===== config.mk =====
export PLATFORM = sky130hd
export DESIGN_NAME = rc_high_pass_filter_multichannel
export DESIGN_NICKNAME = d
export VERILOG_FILES = /design/src/rtl/rc_high_pass_filter_multichannel.sv
export SDC_FILE = /design/constraint.sdc
export NUM_CORES = 1
export LEC_CHECK = 0
export CORE_ASPECT_RATIO = 0.5
export CORE_MARGIN = 4
export CORE_UTILIZATION = 38
export CTS_CLUSTER_DIAMETER = 120
export DETAILED_ROUTE_END_ITERATION = 8
export GPL_TIMING_DRIVEN = 0
export PLACE_DENSITY = 0.54
export SYNTH_ARGS = -nofsm -noshare
export SYNTH_HDL_FRONTEND = slang
export SYNTH_SLANG_ARGS = --single-unit

===== constraint.sdc =====
create_clock -name clk -period 12.4 [get_ports clk]
set_input_delay 2.48 -clock clk [delete_from_list [all_inputs] [get_ports clk]]
set_output_delay 2.48 -clock clk [all_outputs]
set_load 0.01 [all_outputs]

===== src/rtl/rc_high_pass_filter_multichannel.sv =====
// Time-multiplexed leaky RC high-pass filter for CHANNELS audio channels.
// One shared MUL/ACC datapath walks every channel and sub-step per sample strobe.
module rc_high_pass_filter_multichannel #(
   parameter int CLOCK_RATE      = 50000000,
   parameter int SAMPLE_RATE     = 48000,
   parameter int CHANNELS        = 2,
   parameter int DATA_WIDTH      = 16,
   parameter int R               = 47000,
   parameter int C_35_SHIFTED    = 113387,
   parameter int SUBSTEP_SHIFT   = 0,
   parameter int LEAK_16_SHIFTED = 65400
) (
   input  logic                           clk,
   input  logic                           reset,
   input  logic                           audio_clk_en,
   input  logic [CHANNELS*DATA_WIDTH-1:0] in,
   output logic [CHANNELS*DATA_WIDTH-1:0] out,
   output logic                           out_valid,
   output logic                           busy,
   output logic                           overrun,
   output logic                           clip
);

   localparam int unsigned DW = DATA_WIDTH;
   localparam int unsigned TW = DW + 3;
   localparam int unsigned XW = DW + 8;
   localparam int unsigned LW = DW + 18;
   localparam int unsigned PW = TW + 18;
   localparam int unsigned KW = SUBSTEP_SHIFT + 1;
   localparam int unsigned CW = (CHANNELS > 1) ? $clog2(CHANNELS) : 1;
   localparam int unsigned S  = 1 << SUBSTEP_SHIFT;

   localparam longint DT_32    = (longint'(1) <<< 32) / (longint'(SAMPLE_RATE) * longint'(S));
   localparam longint RC_32    = (longint'(R) * longint'(C_35_SHIFTED)) >>> 3;
   localparam longint ALPHA_16 = (RC_32 <<< 16) / (RC_32 + DT_32);

   localparam logic signed [LW-1:0] LEAK_W  = LW'(LEAK_16_SHIFTED);
   localparam logic signed [PW-1:0] ALPHA_W = PW'(ALPHA_16);
   localparam logic signed [PW-1:0] Y_MAX   = PW'((longint'(1) <<< (DATA_WIDTH - 1)) - longint'(1));
   localparam logic signed [PW-1:0] Y_MIN   = PW'(-(longint'(1) <<< (DATA_WIDTH - 1)));

   // The whole schedule must fit between two sample strobes.
   if (2 * CHANNELS * (1 << SUBSTEP_SHIFT) + 2 > CLOCK_RATE / SAMPLE_RATE) begin : g_cycle_budget
      $error("rc_high_pass_filter_multichannel: schedule does not fit in one sample period");
   end

   typedef enum logic [1:0] {IDLE, MUL, ACC, DONE} state_t;

   state_t state, state_nx;

   logic signed [DW-1:0] x_new  [CHANNELS];
   logic signed [DW-1:0] x_prev [CHANNELS];
   logic signed [DW-1:0] y      [CHANNELS];
   logic [CW-1:0]        ch;
   logic [KW-1:0]        k;
   logic signed [TW-1:0] t;
   logic                 done_q;

   logic signed [DW-1:0] xn_sel, xp_sel, y_sel, y_sat;
   logic signed [XW-1:0] diff, kb, ka;
   logic signed [TW-1:0] dx, t_nx;
   logic signed [PW-1:0] acc;
   logic                 sat_hit;

   assign xn_sel = x_new[ch];
   assign xp_sel = x_prev[ch];
   assign y_sel  = y[ch];

   // x_prev cancels in xb - xa, leaving the two floored interpolation offsets.
   assign diff = XW'(xn_sel) - XW'(xp_sel);
   assign kb   = XW'($signed({1'b0, k}));
   assign ka   = kb - XW'(1);
   assign dx   = TW'(((diff * kb) >>> SUBSTEP_SHIFT) - ((diff * ka) >>> SUBSTEP_SHIFT));
   assign t_nx = TW'((LW'(y_sel) * LEAK_W) >>> 16) + dx;
   assign acc  = (PW'(t) * ALPHA_W) >>> 16;

   always_comb begin
      y_sat   = DW'(acc);
      sat_hit = 1'b0;
      if (acc > Y_MAX) begin
         y_sat   = DW'(Y_MAX);
         sat_hit = 1'b1;
      end else if (acc < Y_MIN) begin
         y_sat   = DW'(Y_MIN);
         sat_hit = 1'b1;
      end
   end

   always_ff @(posedge clk or posedge reset) begin
      if (reset) state <= IDLE;
      else       state <= state_nx;
   end

   always_comb begin
      state_nx = state;
      case (state)
         IDLE: if (audio_clk_en) state_nx = MUL;
         MUL:  state_nx = ACC;
         ACC:  state_nx = (k == KW'(S) && ch == CW'(CHANNELS - 1)) ? DONE : MUL;
         DONE: state_nx = IDLE;
         default: state_nx = IDLE;
      endcase
   end

   always_ff @(posedge clk or posedge reset) begin
      if (reset) begin
         for (int i = 0; i < CHANNELS; i++) begin
            x_new[i]  <= '0;
            x_prev[i] <= '0;
            y[i]      <= '0;
         end
         ch        <= '0;
         k         <= '0;
         t         <= '0;
         done_q    <= 1'b0;
         out       <= '0;
         out_valid <= 1'b0;
         busy      <= 1'b0;
         overrun   <= 1'b0;
         clip      <= 1'b0;
      end else begin
         done_q    <= (state == DONE);
         out_valid <= done_q;
         busy      <= (state_nx != IDLE);
         if (done_q) begin
            for (int i = 0; i < CHANNELS; i++) out[i*DW +: DW] <= y[i];
         end
         if (audio_clk_en && state != IDLE) overrun <= 1'b1;

         case (state)
            IDLE: begin
               if (audio_clk_en) begin
                  for (int i = 0; i < CHANNELS; i++) x_new[i] <= in[i*DW +: DW];
                  ch <= '0;
                  k  <= KW'(1);
               end
            end
            MUL: t <= t_nx;
            ACC: begin
               y[ch] <= y_sat;
               if (sat_hit) clip <= 1'b1;
               if (k < KW'(S)) begin
                  k <= k + KW'(1);
               end else begin
                  x_prev[ch] <= x_new[ch];
                  if (ch != CW'(CHANNELS - 1)) begin
                     ch <= ch + CW'(1);
                     k  <= KW'(1);
                  end
               end
            end
            default: ;
         endcase
      end
   end

endmodule

==> run summary <==
Met2 Track Usage GR -> 0.283
DIE AREA -> 62600 sq um
Outcome -> finished clean
R2R depth -> 39
Complex Gates by Area -> 0.0754
Drt wl/cell -> 16.4 um
CP peak stage delay -> 0.76 ns
Largest net degree at the start of global routing -> 89
CP Buf/Inv Count -> 9
Share of layout cells above drive strength 1 -> 0.0582
Via/cell ratio -> 4.75
Max-slew violations -> 0
Pre-antenna DRT Iters -> 6
Via count -> 14509
Biggest area consumer among synthesized cells -> fa_1
Crit path time final -> 11.50 ns
Worst hold stages -> 0
Post-Syn Nets -> 2864
Worst r2r src -> ch
CP most frequent cell -> fa_1
Max-cap violations -> 0
Worst Path Arrival -> 11.81 ns
Vias in the first global route -> 15392
Nets -> 2953
Dpl cell area -> 23900 sq um
CTS HTree Levels -> 4
DR WL met3 -> 1420 um
And+or+nand+nor area frac -> 0.0670
Synth unique cells -> 60
CTS sink count -> 156
Post-Synthesis Cells -> 2183
Die H -> 179 um
Remaining DRCs -> 0
DR top layer -> met4
ClkCell Share -> 0.0247
Met1 WL -> 24800 um
Slowest CP cell -> dfrtp_1
Initial antenna violation count -> 0
HP Start -> done_q
Post-synth regs -> 156
Chip width -> 350 um
# hold bufs at CTS -> 0
YS warnings -> 0
Pre-Place Util -> 0.385
Clock root cell -> clkbuf_16
Commonest non-fill, non-tap cell in the layout -> inv_1
Cycle use final -> 0.928
Crit path DRT -> 12.71 ns
metrics by stage:
step / setup TNS [ns] / instances
detailed placement: -1.39 / 3022
floorplan: 0 / 2183
finish: 0 / 3053
global placement: -1.17 / 3021
global route: 0 / 3053
CTS: 0 / 3054
worst max path at each step:
stage | start | slack, ns | cells past startpoint | endpoint
after CTS | ch | 0.05 | 40 | t[18]
after global routing | ch | 0.09 | 39 | t[18]
after floorplan | ch | 2.27 | 33 | t[18]
after global placement | ch | -0.50 | 40 | t[18]
final | ch | 0.90 | 39 | t[18]
after detailed placement | ch | -0.54 | 40 | t[18]
what timing repair did:
action / CTS / global route
setup buffers: 0 / 0
resized: 3 / 7
setup endpoints to repair: 3 / 5
gates cloned: 0 / 0
Fig. 1: placement view
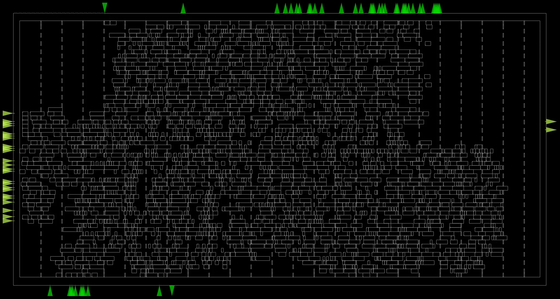
core area: 57600 sq um
final design utilization: 0.426
non-filler cells, final: 3053
flop count: 156

Fig. 2: drive-strength map
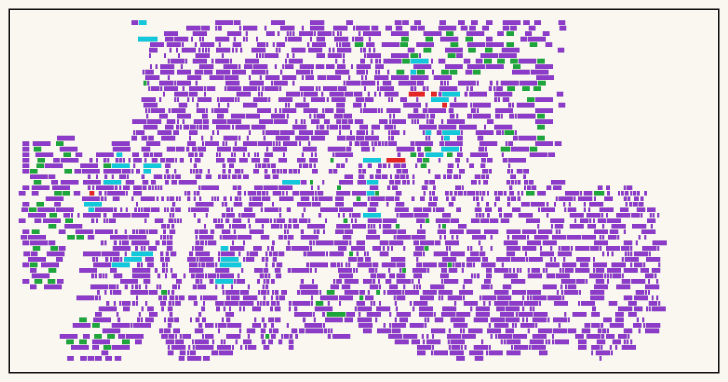
[purple] drive 1 or less | cells: 2152 | share: 94%
[green] drive 2 | cells: 98 | share: 4.3%
[red] drive 3 to 4 | cells: 5 | share: 0.22%
[cyan] drive 6 and up | cells: 30 | share: 1.3%
Non-clock buffers: 110
final setup margin: 0.898 ns

